===== src/rtl/regfile_arbiter_pkg.sv =====
// Shared defaults and state encoding for the two-port register-file arbiter.
package regfile_arbiter_pkg;

  localparam int DEF_DATA_WIDTH = 24;
  localparam int DEF_ADDR_DEPTH = 12;

  typedef enum logic {
    ST_ARB  = 1'b0,
    ST_INIT = 1'b1
  } state_e;

  // Round-robin pointer values: which requester holds priority on a tie.
  localparam logic PTR_A = 1'b0;
  localparam logic PTR_B = 1'b1;

endpackage


===== src/rtl/regfile_arbiter_rr_arb2.sv =====
// Two-way round-robin pick: one-hot grant from two requests and a priority pointer.
module rr_arb2
  import regfile_arbiter_pkg::*;
(
  input  logic [1:0] req,
  input  logic       ptr,
  output logic [1:0] gnt
);

  always_comb begin
    gnt = req;
    if (req == 2'b11) begin
      gnt = (ptr == PTR_B) ? 2'b10 : 2'b01;
    end
  end

endmodule


===== src/rtl/regfile_arbiter.sv =====
// Arbitrates two requesters onto a single-port register file and provides a
// whole-file zero-fill sequence.
module regfile_arbiter
  import regfile_arbiter_pkg::*;
#(
  parameter int DATA_WIDTH = DEF_DATA_WIDTH,
  parameter int ADDR_DEPTH = DEF_ADDR_DEPTH
) (
  input  logic                  clock,
  input  logic                  reset,
  input  logic                  init_start,
  output logic                  init_busy,
  output logic                  init_done,
  input  logic                  a_req,
  input  logic                  a_we,
  input  logic [ADDR_DEPTH-1:0] a_addr,
  input  logic [DATA_WIDTH-1:0] a_wdata,
  output logic                  a_gnt,
  output logic                  a_rvalid,
  output logic [DATA_WIDTH-1:0] a_rdata,
  input  logic                  b_req,
  input  logic                  b_we,
  input  logic [ADDR_DEPTH-1:0] b_addr,
  input  logic [DATA_WIDTH-1:0] b_wdata,
  output logic                  b_gnt,
  output logic                  b_rvalid,
  output logic [DATA_WIDTH-1:0] b_rdata,
  output logic [ADDR_DEPTH-1:0] rf_address,
  output logic                  rf_en_write,
  output logic                  rf_en_read,
  output logic [DATA_WIDTH-1:0] rf_data_in,
  input  logic [DATA_WIDTH-1:0] rf_data_out
);

  localparam int CNT_W = ADDR_DEPTH + 1;

  state_e                state_q, state_d;
  logic                  ptr_q, ptr_d;
  logic [CNT_W-1:0]      cnt_q, cnt_d;
  logic                  a_gnt_q, a_gnt_d, b_gnt_q, b_gnt_d;
  logic [ADDR_DEPTH-1:0] rf_address_q, rf_address_d;
  logic                  rf_en_write_q, rf_en_write_d;
  logic                  rf_en_read_q, rf_en_read_d;
  logic [DATA_WIDTH-1:0] rf_data_in_q, rf_data_in_d;
  logic                  rd_owner_q, rd_owner_d;
  logic                  rd_vld_p1_q, rd_vld_p1_d;
  logic                  rd_owner_p1_q, rd_owner_p1_d;
  logic                  a_rvalid_q, a_rvalid_d, b_rvalid_q, b_rvalid_d;
  logic [DATA_WIDTH-1:0] a_rdata_q, a_rdata_d, b_rdata_q, b_rdata_d;
  logic                  init_busy_q, init_busy_d;
  logic                  init_done_q, init_done_d;

  logic       init_go;
  logic       sel_we;
  logic [1:0] elig;
  logic [1:0] pick;

  // init_start takes precedence over any request in the same cycle.
  assign init_go = (state_q == ST_ARB) && init_start && !init_busy_q;
  // A requester already showing gnt this cycle is still holding the same request.
  assign elig    = {b_req & ~b_gnt_q, a_req & ~a_gnt_q}
                 & {2{(state_q == ST_ARB) && !init_go}};
  assign sel_we  = pick[0] ? a_we : b_we;

  rr_arb2 u_rr_arb2 (
    .req (elig),
    .ptr (ptr_q),
    .gnt (pick)
  );

  always_comb begin
    state_d       = state_q;
    ptr_d         = ptr_q;
    cnt_d         = cnt_q;
    a_gnt_d       = 1'b0;
    b_gnt_d       = 1'b0;
    rf_en_write_d = 1'b0;
    rf_en_read_d  = 1'b0;
    rf_address_d  = rf_address_q;
    rf_data_in_d  = rf_data_in_q;
    rd_owner_d    = rd_owner_q;
    init_busy_d   = init_busy_q;
    init_done_d   = 1'b0;
    case (state_q)
      ST_ARB: begin
        if (init_go) begin
          state_d     = ST_INIT;
          init_busy_d = 1'b1;
          cnt_d       = '0;
        end else if (pick != 2'b00) begin
          a_gnt_d       = pick[0];
          b_gnt_d       = pick[1];
          ptr_d         = pick[0] ? PTR_B : PTR_A;
          rf_en_write_d = sel_we;
          rf_en_read_d  = !sel_we;
          rf_address_d  = pick[0] ? a_addr : b_addr;
          rf_data_in_d  = pick[0] ? a_wdata : b_wdata;
          rd_owner_d    = pick[1];
        end
      end
      ST_INIT: begin
        // The extra counter bit marks the cycle after the last write was issued.
        if (!cnt_q[ADDR_DEPTH]) begin
          rf_en_write_d = 1'b1;
          rf_address_d  = cnt_q[ADDR_DEPTH-1:0];
          rf_data_in_d  = '0;
          cnt_d         = cnt_q + CNT_W'(1);
        end else begin
          state_d     = ST_ARB;
          init_busy_d = 1'b0;
          init_done_d = 1'b1;
          cnt_d       = '0;
        end
      end
      default: state_d = ST_ARB;
    endcase
  end

  // Read return: command issued -> data on rf_data_out next cycle -> registered out.
  always_comb begin
    rd_vld_p1_d   = rf_en_read_q;
    rd_owner_p1_d = rd_owner_q;
    a_rvalid_d    = rd_vld_p1_q && !rd_owner_p1_q;
    b_rvalid_d    = rd_vld_p1_q && rd_owner_p1_q;
    a_rdata_d     = (rd_vld_p1_q && !rd_owner_p1_q) ? rf_data_out : a_rdata_q;
    b_rdata_d     = (rd_vld_p1_q && rd_owner_p1_q) ? rf_data_out : b_rdata_q;
  end

  always_ff @(posedge clock) begin
    if (reset) begin
      state_q       <= ST_ARB;
      ptr_q         <= PTR_A;
      cnt_q         <= '0;
      a_gnt_q       <= 1'b0;
      b_gnt_q       <= 1'b0;
      rf_address_q  <= '0;
      rf_en_write_q <= 1'b0;
      rf_en_read_q  <= 1'b0;
      rf_data_in_q  <= '0;
      rd_owner_q    <= 1'b0;
      rd_vld_p1_q   <= 1'b0;
      rd_owner_p1_q <= 1'b0;
      a_rvalid_q    <= 1'b0;
      b_rvalid_q    <= 1'b0;
      a_rdata_q     <= '0;
      b_rdata_q     <= '0;
      init_busy_q   <= 1'b0;
      init_done_q   <= 1'b0;
    end else begin
      state_q       <= state_d;
      ptr_q         <= ptr_d;
      cnt_q         <= cnt_d;
      a_gnt_q       <= a_gnt_d;
      b_gnt_q       <= b_gnt_d;
      rf_address_q  <= rf_address_d;
      rf_en_write_q <= rf_en_write_d;
      rf_en_read_q  <= rf_en_read_d;
      rf_data_in_q  <= rf_data_in_d;
      rd_owner_q    <= rd_owner_d;
      rd_vld_p1_q   <= rd_vld_p1_d;
      rd_owner_p1_q <= rd_owner_p1_d;
      a_rvalid_q    <= a_rvalid_d;
      b_rvalid_q    <= b_rvalid_d;
      a_rdata_q     <= a_rdata_d;
      b_rdata_q     <= b_rdata_d;
      init_busy_q   <= init_busy_d;
      init_done_q   <= init_done_d;
    end
  end

  assign a_gnt       = a_gnt_q;
  assign b_gnt       = b_gnt_q;
  assign a_rvalid    = a_rvalid_q;
  assign b_rvalid    = b_rvalid_q;
  assign a_rdata     = a_rdata_q;
  assign b_rdata     = b_rdata_q;
  assign rf_address  = rf_address_q;
  assign rf_en_write = rf_en_write_q;
  assign rf_en_read  = rf_en_read_q;
  assign rf_data_in  = rf_data_in_q;
  assign init_busy   = init_busy_q;
  assign init_done   = init_done_q;

endmodule


===== config.mk =====
export PLATFORM = sky130hd
export DESIGN_NAME = regfile_arbiter
export DESIGN_NICKNAME = d
export VERILOG_FILES = /design/src/rtl/regfile_arbiter_pkg.sv /design/src/rtl/regfile_arbiter_rr_arb2.sv /design/src/rtl/regfile_arbiter.sv
export SDC_FILE = /design/constraint.sdc
export NUM_CORES = 1
export LEC_CHECK = 0
export ABC_AREA = 0
export CAP_MARGIN = 10
export CORE_MARGIN = 4
export CORE_UTILIZATION = 46
export DETAILED_ROUTE_END_ITERATION = 16
export GPL_ROUTABILITY_DRIVEN = 0
export PLACE_DENSITY_LB_ADDON = 0.3
export SLEW_MARGIN = 20
export SYNTH_ARGS = -nofsm -noshare
export SYNTH_HDL_FRONTEND = slang
export SYNTH_SLANG_ARGS = --single-unit

===== constraint.sdc =====
create_clock -name clock -period 2.82 [get_ports clock]
set_input_delay 0.564 -clock clock [delete_from_list [all_inputs] [get_ports clock]]
set_output_delay 0.564 -clock clock [all_outputs]
set_load 0.05 [all_outputs]

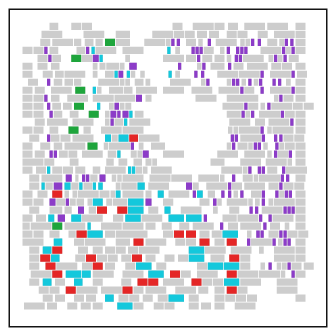
gate_families.png
- NAND gates: purple (cells 129)
- multiplexers: green (cells 8)
- NOR gates: cyan (cells 54)
- AND-OR and OR-AND gates: red (cells 26)
most common cell after layout, fill and taps aside: clkdlybuf4s50_1
Post-Layout Cell Count: 803
combinational share of cell area: 0.315

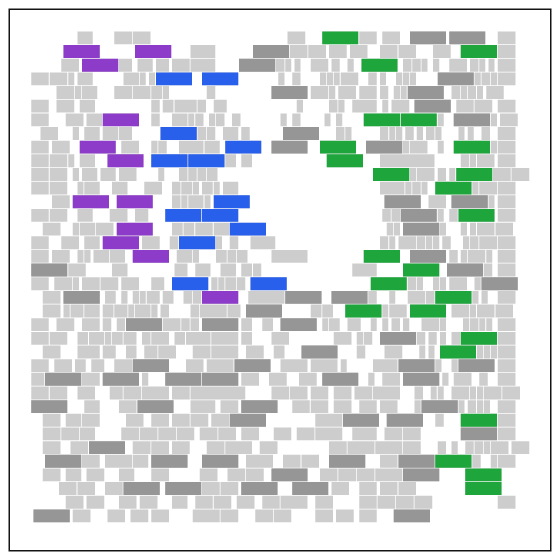
registers.png
Other sequential cells in the stronger gray, the rest of the logic in the fainter gray.
- cnt_q: blue (flops 13)
- b_rdata: green (flops 24)
- rf_address: purple (flops 12)
- not colored: 61
fraction of area in registers: 0.326
fraction of the core area covered by cells at the end of the flow: 0.694
area taken by flip-flops and latches: 2200 µm²
sequential power: 1.67 mW

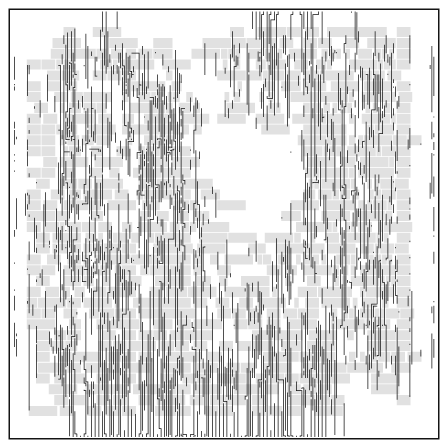
met2.png
Cells faint in the background.
- longest straight run: 50.3 µm
- main direction: vertical
GR Layer Usage met2: 0.387
vias: 4436
drt total wl: 13400 µm

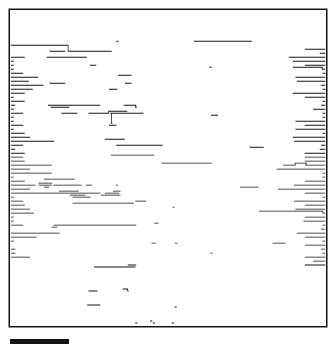
met3.png
Scale bar: 20 µm.
- share of all routed wire: 7.2%
- longest straight run: 30.1 µm
met3 routing resource usage after global routing: 0.0432

-- through the flow --
step	hold WS, ps	setup WS (ps)	utilization	total power, mW
after floorplan	431	1070	-	2.20
final	461	675	0.694	3.56
after global placement	442	602	0.672	2.52
after CTS	460	658	0.694	3.58
after global routing	474	626	0.694	3.70
after detailed placement	447	536	0.672	2.53
-- layout by cell type (no fill, tap or decap), types with 11 or more instances in the layout --
master and instances:
clkdlybuf4s50_1 193, nand2_1 113, dfxtp_1 110, a21oi_1 60
a221o_1 24, a221oi_1 20, nor2_1 18, nor4b_2 17
o21ai_0 11, clkbuf_8 11
-- metal layers --
| layer | wire (µm) | track usage |
|---|---|---|
| met1 | 5610 | 0.288 |
| met2 | 6480 | 0.387 |
| met3 | 969 | 0.0432 |
| met4 | 312 | 0.0911 |
| met5 | 0 | 0 |
-- layout make-up --
class / instances / area [µm²]
Multi-Input combinational cell: 341 / 2130
Clock inverter: 4 / 70.1
Sequential cell: 110 / 2200
Timing Repair Buffer: 203 / 2030
Fill cell: 771 / 2970
Clock buffer: 11 / 151
Tap cell: 133 / 166
Inverter: 1 / 3.75
-- report_power, final --
| part | switching [mW] | internal (mW) | total [mW] | leakage, nW |
|---|---|---|---|---|
| clock network | 0.510 | 0.542 | 1.05 | 0.115 |
| registers | 0.0490 | 1.62 | 1.67 | 0.894 |
| logic | 0.477 | 0.353 | 0.830 | 1.28 |
| total | 1.04 | 2.52 | 3.56 | 2.29 |
-- worst max path at each step --
| stage | from | end | slack, ps | cells after the start |
|---|---|---|---|---|
| 6_report | a_gnt$_SDFF_PP0_ | a_gnt | 680 | 1 |
| 5_1_grt | a_gnt$_SDFF_PP0_ | a_gnt | 630 | 1 |
| 4_1_cts | a_gnt$_SDFF_PP0_ | a_gnt | 660 | 1 |
| 3_5_place_dp | a_req | rf_address[3]$_SDFFE_PP0P_ | 540 | 5 |
| 3_3_place_gp | a_req | rf_address[1]$_SDFFE_PP0P_ | 600 | 5 |
| 2_1_floorplan | a_gnt$_SDFF_PP0_ | rf_data_in[10]$_SDFFE_PP0P_ | 1070 | 6 |
-- kinds of logic after synthesis --
kind of cell | Yosys count | share of synthesized area
AOI/OAI and AO/OA | 138 | 0.210
adders and majority gates | 1 | 0.00274
buffers and inverters | 44 | 0.0499
DFF | 110 | 0.483
muxes | 8 | 0.0176
and+or+nand+nor | 194 | 0.237
-- registers in the layout (all words and copies together), names as in the netlist --
register,cells
rd_owner_p1_q,1
ptr_q,1
a_gnt,1
rd_vld_p1_q,1
rf_data_in,24
rf_en_write,1
cnt_q,13
b_gnt,1
rf_en_read,1
b_rvalid,1
state_q,1
a_rdata,24
rd_owner_p1_d,1
init_done,1
b_rdata,24
a_rvalid,1
rf_address,12
init_busy,1
-- worst min-delay path: cells and delay by family (launching register included) --
family           cells  cell delay (ps)
AND/OR/NAND/NOR      1               50
flip-flops           1              320
AND-OR/OR-AND        1               50
==> flow.log <==
[flow] collecting metrics
INFO  metric run_status = complete, no violations
INFO  metric critical_path_start_end_classification = flop to output pin
INFO  metric dieArea = 11600 µm²
INFO  metric worstReg2RegStart = state_q$_SDFF_PP0_
INFO  metric synth_area_per_cell = 9.21 µm²
INFO  metric cellPowerDensity = 526 nW/µm²
INFO  metric postSynthNetCount = 599
INFO  metric final_layout_size_suffix_gt1_frac = 0.0776
INFO  metric aggregate_negative_setup_slack = 0 ps
INFO  metric synth_chip_area = 4560 µm²
INFO  metric timing.critical_path.slowest_stage_cell = clkdlybuf4s50_1
INFO  metric post-synth-top-area-cell = dfxtp_1
INFO  metric log.warning_count = 26
INFO  metric timing.critical_path.from_type = flop
INFO  metric cts.root.buffer_cell = clkbuf_8
INFO  metric groute.usage.overall = 0.229
INFO  metric postCtsSetupRepairBufs = 0
INFO  metric sequential_to_total_area_share_from_yosys_stat = 0.483
INFO  metric detailed_place_hpwl = 9460 µm
INFO  metric drc = 0
INFO  metric timing.critical_path.to_type = output pin
INFO  metric yosys.cell_count.top_type = nand2_1
INFO  metric tmin_final = ~2100 ps
INFO  metric path_delay_family = buffers and inverters
INFO  metric worstPathCellList = clkdlybuf4s50_1
INFO  metric yosys_cells = 495
INFO  metric peakVddDrop = 0.301 mV
INFO  metric initialDrtViolationCount = 228
INFO  metric dieWidth = 108 µm
INFO  metric antenna-diode-count = 0
INFO  metric timing_max_transition_violations_final = 0
INFO  metric timing.hold.worst_endpoint = a_rdata[22]$_SDFFE_PP0P_
INFO  metric cp.arrival = about 1600 ps
INFO  metric grt_pass1_vias = 4430
INFO  metric number_of_antenna_violations_at_the_first_check_in_global_routing = 0
INFO  metric floorplan.io_pins = 195
INFO  metric timing.hold.worst.class = flop to flop
INFO  metric maxClockFrequency = 0.466 GHz
INFO  metric antenna_left = 0
INFO  metric critical_path.max_fanout = 3
INFO  metric clock.latency.late_pin = ~360 ps
INFO  metric tritoncts = done
INFO  metric timing.critical_path.buf_inv = 1
INFO  metric hold_violations = 0
INFO  metric rsz0062_at_grt = false
INFO  metric number_of_enable_type_register_cells_in_the_synthesized_netlist = 0
Power is estimated from default activity; no workload was simulated.
